==> images/sizes.png <==
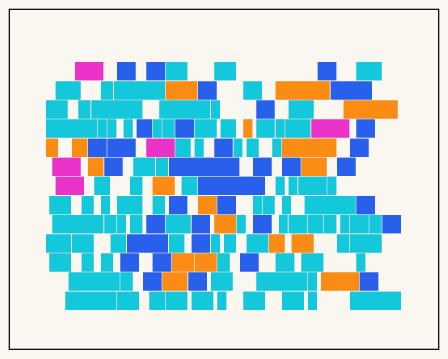
==> images/placement.png <==
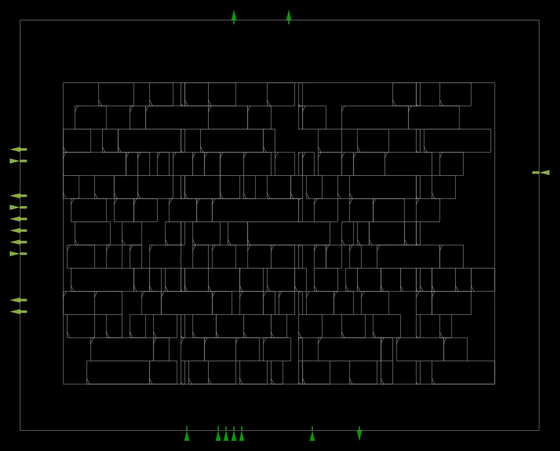
==> images/cell_density.png <==
6 x 5 tiles, from white (low) to dark blue (high), 0 to 100% covered.
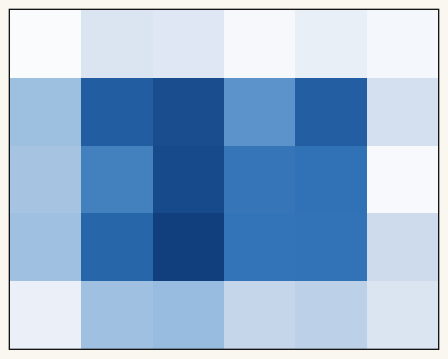
==> images/detail.png <==
Window x 36 to 56, y 26 to 46 um. Cells in grey, sequential cells in the stronger grey; small squares are vias.
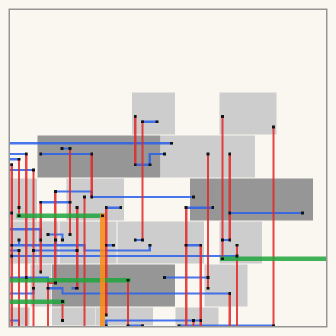
==> images/io_placement.png <==
The bar under the picture is 20 um long. Pins as bars across the die edge, other pins in grey.
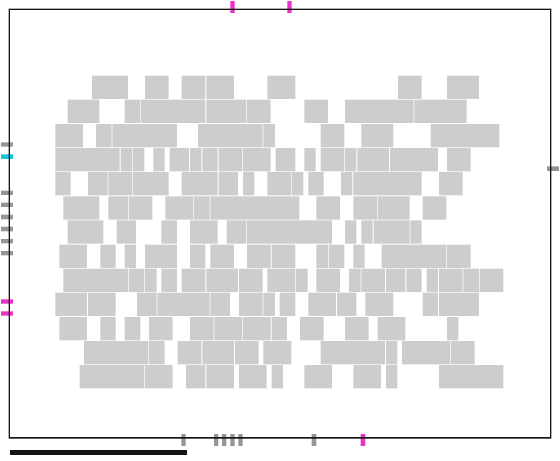
<file path="config.mk">
export PLATFORM = sky130hd
export DESIGN_NAME = opcode_sequencer_flat
export DESIGN_NICKNAME = d
export VERILOG_FILES = /design/src/rtl/opcode_sequencer_if.sv /design/src/rtl/opcode_sequencer.sv /design/src/flat_wrapper.sv
export SDC_FILE = /design/constraint.sdc
export NUM_CORES = 1
export LEC_CHECK = 0
export CAP_MARGIN = 40
export CORE_ASPECT_RATIO = 0.75
export CORE_MARGIN = 5
export CORE_UTILIZATION = 43
export DETAILED_ROUTE_END_ITERATION = 16
export PLACE_DENSITY = 0.81
export SYNTH_ARGS = -nofsm -noshare
export SYNTH_HDL_FRONTEND = slang
export SYNTH_SLANG_ARGS = --single-unit
export TNS_END_PERCENT = 20
</file>
<file path="constraint.sdc">
create_clock -name clk -period 1.3 [get_ports clk]
set_input_delay 0.26 -clock clk [delete_from_list [all_inputs] [get_ports clk]]
set_output_delay 0.26 -clock clk [all_outputs]
set_load 0.01 [all_outputs]
</file>
<file path="src/rtl/opcode_sequencer_if.sv">
// Fetch/decode-side bundle for opcode_sequencer.
// slave: sequencer side; master: fetch+decode side.
interface opcode_sequencer_if #(
  parameter int OPW = 5
);
  logic [OPW-1:0] fetch_opcode;
  logic           fetch_valid;
  logic           fetch_ready;
  logic           stall;
  logic           intr;
  logic [OPW-1:0] out_opcode;
  logic           out_valid;
  logic           pc_hold;
  logic           intr_ack;
  logic           busy;

  modport slave (
    input  fetch_opcode, fetch_valid,
    input  stall, intr,
    output fetch_ready,
    output out_opcode, out_valid,
    output pc_hold, intr_ack, busy
  );

  modport master (
    output fetch_opcode, fetch_valid,
    output stall, intr,
    input  fetch_ready,
    input  out_opcode, out_valid,
    input  pc_hold, intr_ack, busy
  );
endinterface

</file>
<file path="src/rtl/opcode_sequencer.sv">
// Opcode sequencer: pass-through, CALL/RET/RTI expansion, interrupt entry.
// Ports: clk, rst (sync active-low), bus (opcode_sequencer_if.slave).
// Optional macro OPCODE_SEQ_INTR_MASK_EN: block nesting inside a handler.
module opcode_sequencer #(
  parameter int OPW         = 5,
  parameter int RET_BUBBLES = 2
) (
  input  logic clk,
  input  logic rst,
  opcode_sequencer_if.slave bus
);

  localparam logic [OPW-1:0] OP_NOP  = '0;
  localparam logic [OPW-1:0] OP_CALL = OPW'(5'b01101);
  localparam logic [OPW-1:0] OP_RET  = OPW'(5'b01110);
  localparam logic [OPW-1:0] OP_RTI  = OPW'(5'b01111);
  localparam logic [OPW-1:0] OP_JMPC = OPW'(5'b11011);
  localparam logic [OPW-1:0] OP_POPP = OPW'(5'b11100);
  localparam logic [OPW-1:0] OP_POPF = OPW'(5'b11101);
  localparam logic [OPW-1:0] OP_PSHF = OPW'(5'b11110);
  localparam logic [OPW-1:0] OP_PSHP = OPW'(5'b11111);

  localparam logic [2:0] S_IDLE  = 3'd0;
  localparam logic [2:0] S_INT2  = 3'd1;
  localparam logic [2:0] S_INT3  = 3'd2;
  localparam logic [2:0] S_CALL2 = 3'd3;
  localparam logic [2:0] S_RTI2  = 3'd4;
  localparam logic [2:0] S_BUB   = 3'd5;

  localparam logic [1:0] BUB_INIT = 2'(RET_BUBBLES);
  localparam logic [2:0] POP_NEXT =
    (RET_BUBBLES == 0) ? S_IDLE : S_BUB;

  logic [2:0]     r_state;
  logic [1:0]     r_cnt;
  logic           r_pend;
  logic [OPW-1:0] r_op;
  logic           r_vld;
  logic           r_ack;
  logic           r_in_handler;

  logic [2:0]     w_nstate;
  logic [1:0]     w_ncnt;
  logic [OPW-1:0] w_nop;
  logic           w_nvld;
  logic           w_ack;
  logic           w_idle;
  logic           w_take;
  logic           w_accept;
  logic           w_is_call;
  logic           w_is_ret;
  logic           w_is_rti;
  logic           w_is_rsv;

  assign w_idle = (r_state == S_IDLE);

`ifdef OPCODE_SEQ_INTR_MASK_EN
  assign w_take = (r_pend | bus.intr) & ~r_in_handler;
`else
  assign r_in_handler = 1'b0;
  assign w_take = r_pend | bus.intr;
`endif

  assign bus.fetch_ready = rst & ~bus.stall & w_idle & ~w_take;
  assign w_accept = bus.fetch_valid & bus.fetch_ready;

  assign w_is_call = (bus.fetch_opcode == OP_CALL);
  assign w_is_ret  = (bus.fetch_opcode == OP_RET);
  assign w_is_rti  = (bus.fetch_opcode == OP_RTI);
  // Micro-op encodings occupy the top of the opcode space.
  assign w_is_rsv  = (bus.fetch_opcode >= OP_JMPC);

  always_comb begin
    w_nstate = r_state;
    w_ncnt   = r_cnt;
    w_nop    = OP_NOP;
    w_nvld   = 1'b0;
    w_ack    = 1'b0;
    case (r_state)
      S_IDLE: begin
        if (w_take) begin
          w_nop    = OP_PSHP;
          w_nvld   = 1'b1;
          w_nstate = S_INT2;
        end else if (w_accept) begin
          w_nvld = 1'b1;
          unique case (1'b1)
            w_is_call: begin
              w_nop    = OP_PSHP;
              w_nstate = S_CALL2;
            end
            w_is_ret: begin
              w_nop    = OP_POPP;
              w_ncnt   = BUB_INIT;
              w_nstate = POP_NEXT;
            end
            w_is_rti: begin
              w_nop    = OP_POPF;
              w_nstate = S_RTI2;
            end
            w_is_rsv: w_nop = OP_NOP;
            default:  w_nop = bus.fetch_opcode;
          endcase
        end
      end
      S_INT2: begin
        w_nop    = OP_PSHF;
        w_nvld   = 1'b1;
        w_nstate = S_INT3;
      end
      S_INT3: begin
        w_nop    = OP_JMPC;
        w_nvld   = 1'b1;
        w_ack    = 1'b1;
        w_nstate = S_IDLE;
      end
      S_CALL2: begin
        w_nop    = OP_JMPC;
        w_nvld   = 1'b1;
        w_nstate = S_IDLE;
      end
      S_RTI2: begin
        w_nop    = OP_POPP;
        w_nvld   = 1'b1;
        w_ncnt   = BUB_INIT;
        w_nstate = POP_NEXT;
      end
      S_BUB: begin
        w_nop  = OP_NOP;
        w_nvld = 1'b1;
        w_ncnt = r_cnt - 2'd1;
        // <=1 also drains a zero count safely.
        if (r_cnt <= 2'd1) w_nstate = S_IDLE;
      end
      default: w_nstate = S_IDLE;
    endcase
  end

  always_ff @(posedge clk) begin
    if (!rst) begin
      r_state <= S_IDLE;
      r_cnt   <= 2'd0;
      r_pend  <= 1'b0;
      r_op    <= OP_NOP;
      r_vld   <= 1'b0;
      r_ack   <= 1'b0;
    end else begin
      // Requests latch even when stalled.
      if (!bus.stall && r_state == S_INT3)
        r_pend <= 1'b0;
      else
        r_pend <= r_pend | bus.intr;
      // Ack stays a single pulse across stalls.
      r_ack <= ~bus.stall & w_ack;
      if (!bus.stall) begin
        r_state <= w_nstate;
        r_cnt   <= w_ncnt;
        r_op    <= w_nop;
        r_vld   <= w_nvld;
      end
    end
  end

`ifdef OPCODE_SEQ_INTR_MASK_EN
  always_ff @(posedge clk) begin
    if (!rst)
      r_in_handler <= 1'b0;
    else if (!bus.stall && r_state == S_INT3)
      r_in_handler <= 1'b1;
    else if (!bus.stall && r_state == S_RTI2)
      r_in_handler <= 1'b0;
  end
`endif

  assign bus.out_opcode = r_op;
  assign bus.out_valid  = r_vld;
  assign bus.intr_ack   = r_ack;
  assign bus.busy       = ~w_idle;
  assign bus.pc_hold    = ~w_idle | w_take;

endmodule

</file>
<file path="src/flat_wrapper.sv">
// flat-port wrapper written by rule: the top's interface ports become plain ports
module opcode_sequencer_flat 
#(
  parameter int OPW         = 5,
  parameter int RET_BUBBLES = 2
)
  (clk, rst, bus_fetch_opcode, bus_fetch_valid, bus_stall, bus_intr, bus_fetch_ready, bus_out_opcode, bus_out_valid, bus_pc_hold, bus_intr_ack, bus_busy);
  opcode_sequencer_if #(.OPW(OPW)) bus_i ();
  input  logic clk;
  input  logic rst;
  input wire logic [$bits(bus_i.fetch_opcode)-1:0] bus_fetch_opcode;
  input wire logic [$bits(bus_i.fetch_valid)-1:0] bus_fetch_valid;
  input wire logic [$bits(bus_i.stall)-1:0] bus_stall;
  input wire logic [$bits(bus_i.intr)-1:0] bus_intr;
  output wire logic [$bits(bus_i.fetch_ready)-1:0] bus_fetch_ready;
  output wire logic [$bits(bus_i.out_opcode)-1:0] bus_out_opcode;
  output wire logic [$bits(bus_i.out_valid)-1:0] bus_out_valid;
  output wire logic [$bits(bus_i.pc_hold)-1:0] bus_pc_hold;
  output wire logic [$bits(bus_i.intr_ack)-1:0] bus_intr_ack;
  output wire logic [$bits(bus_i.busy)-1:0] bus_busy;
  assign bus_i.fetch_opcode = bus_fetch_opcode;
  assign bus_i.fetch_valid = bus_fetch_valid;
  assign bus_i.stall = bus_stall;
  assign bus_i.intr = bus_intr;
  assign bus_fetch_ready = bus_i.fetch_ready;
  assign bus_out_opcode = bus_i.out_opcode;
  assign bus_out_valid = bus_i.out_valid;
  assign bus_pc_hold = bus_i.pc_hold;
  assign bus_intr_ack = bus_i.intr_ack;
  assign bus_busy = bus_i.busy;
  opcode_sequencer #(.OPW(OPW), .RET_BUBBLES(RET_BUBBLES)) u_core (.clk(clk), .rst(rst), .bus(bus_i));
endmodule
</file>
==> notes.md <==
Implementation numbers.

- The number of detailed-route iterations in the first pass is 4.
- The total routing resource utilization after global routing reads 21.04%.
- The setup slack of the critical path after layout is -0.2117 ns.
- After layout, the setup clock skew is reported as 0.003966 ns.
- The flow ran to the end, but the final reports show violations.
- TritonCTS built the clock tree.
- The chip area from the yosys synthesis statistics reads 834.6 um2.
- The final setup violation count reads 13.
- In this run, distinct cell masters in the synthesized netlist total 36.
- The maximum vdd ir drop reads 0.0005810 V.
- The height of the die reads 48.15 um.
- Routability-driven placement finished with a final weighted congestion of 0.9140.
- The leftover overflow at the end of global routing is 0.
- The net count after synthesis is 114.
- The number of placed I/O pins is 20.
- The kind of start point of the critical path reads a flip-flop.
- The number of diodes is 0.
- The worst min-delay path startpoint reads bus_fetch_opcode[3].
- The share of the synthesized area in the top cell type reads 31.18%.
- The checks that failed: negative setup slack.
- The kind of path behind the tightest hold check reads input pin to flip-flop.
- The sort of element at the end of the critical path reads an output port.
Back to the opening pictures, sizes.png:
| size | colour | cells | share |
|---|---|---|---|
| _2 cells | orange | 18 | 12% |
| _6 and larger | magenta | 5 | 3.4% |
| _0 and _1 cells | cyan | 91 | 61% |
| _3 and _4 cells | blue | 34 | 23% |

Back to the opening pictures, placement.png:
Rows: 13
number of fillers in the final layout: 160
filler-free cell count of the finished design: 170

Back to the opening pictures, cell_density.png:
emptiest ninth of the die: upper right
tiles over 75% full: 20%
mean over tiles: 43%
fullest tile: 94%
densest ninth of the die: centre

Back to the opening pictures, detail.png:
| layer | colour |
|---|---|
| metal 3 | green |
| metal 4 | orange |
| metal 2 | red |
| metal 1 | blue |
netlist names of flops here include: `u_core.r_state` (3)
sequential cells in the window: 3
cells with their middle in the window: 15
most frequent: buf_4 (4), dfxtp_2 (3)

Back to the opening pictures, io_placement.png:
| port | colour | pins | direction | edge |
|---|---|---|---|---|
| `clk` | cyan | 1 | input | left |
| `bus_out_opcode` | magenta | 5 | output | 2 top, 2 left, 1 bottom |

==> power groups by stage <==
stage,registers [uW],clock network (uW),logic [uW]
after floorplan,460,0,194
after global placement,453,0,391
after detailed placement,453,0,397
after CTS,449,269,421
after global routing,453,291,492
final,449,255,458
==> logic make-up (layout without fill, tap and decap cells) <==
group	count (synthesis)	after routing
AND/OR/NAND/NOR	40	40
adder cells (fa/ha/maj)	1	1
buffers and inverters	13	58
multiplexers	2	2
flip-flops	13	13
AND-OR/OR-AND	34	34
==> metrics by stage <==
stage	area, um2	setup WS (ns)	instances	power [uW]
detailed placement	1195	-0.5275	164	850.6
floorplan	834.6	0.004121	103	654.1
CTS	1252	-0.2172	169	1138
global route	1299	-0.2694	170	1236
finish	1299	-0.2117	170	1161
global placement	1195	-0.5044	164	843.5
==> flip-flops by register name, indices dropped and copies added (netlist names) <==
name	count
u_core.bus.out_opcode	5
u_core.bus.out_valid	1
u_core.r_pend	1
u_core.bus.intr_ack	1
u_core.r_state	3
u_core.r_cnt	2
==> how the worst max path moves through the flow <==
stage,startpoint,to,cells past startpoint
after CTS,u_core.r_state[2],bus_pc_hold,5
final,u_core.r_state[1],bus_pc_hold,5
after floorplan,u_core.r_state[0],u_core.r_state[2],6
after detailed placement,bus_intr,bus_fetch_ready,5
after global placement,rst,bus_fetch_ready,4
after global routing,u_core.r_state[1],bus_pc_hold,5
==> worst max-delay path, cell delays in order, from the launching register on <==
cell	delay, ns
dfxtp_2	0.34
nor3_4	0.23
buf_6	0.13
nand2_4	0.04
buf_6	0.11
buf_6	0.11
==> per-layer routing <==
metal	vias up	wire length, um	share of wire [%]
li1	468	-	-
met1	441	1103	42
met2	44	1296	50
met3	8	167	6.4
met4	0	45	1.7
met5	-	0	0
Power is estimated from default activity; no workload was simulated.
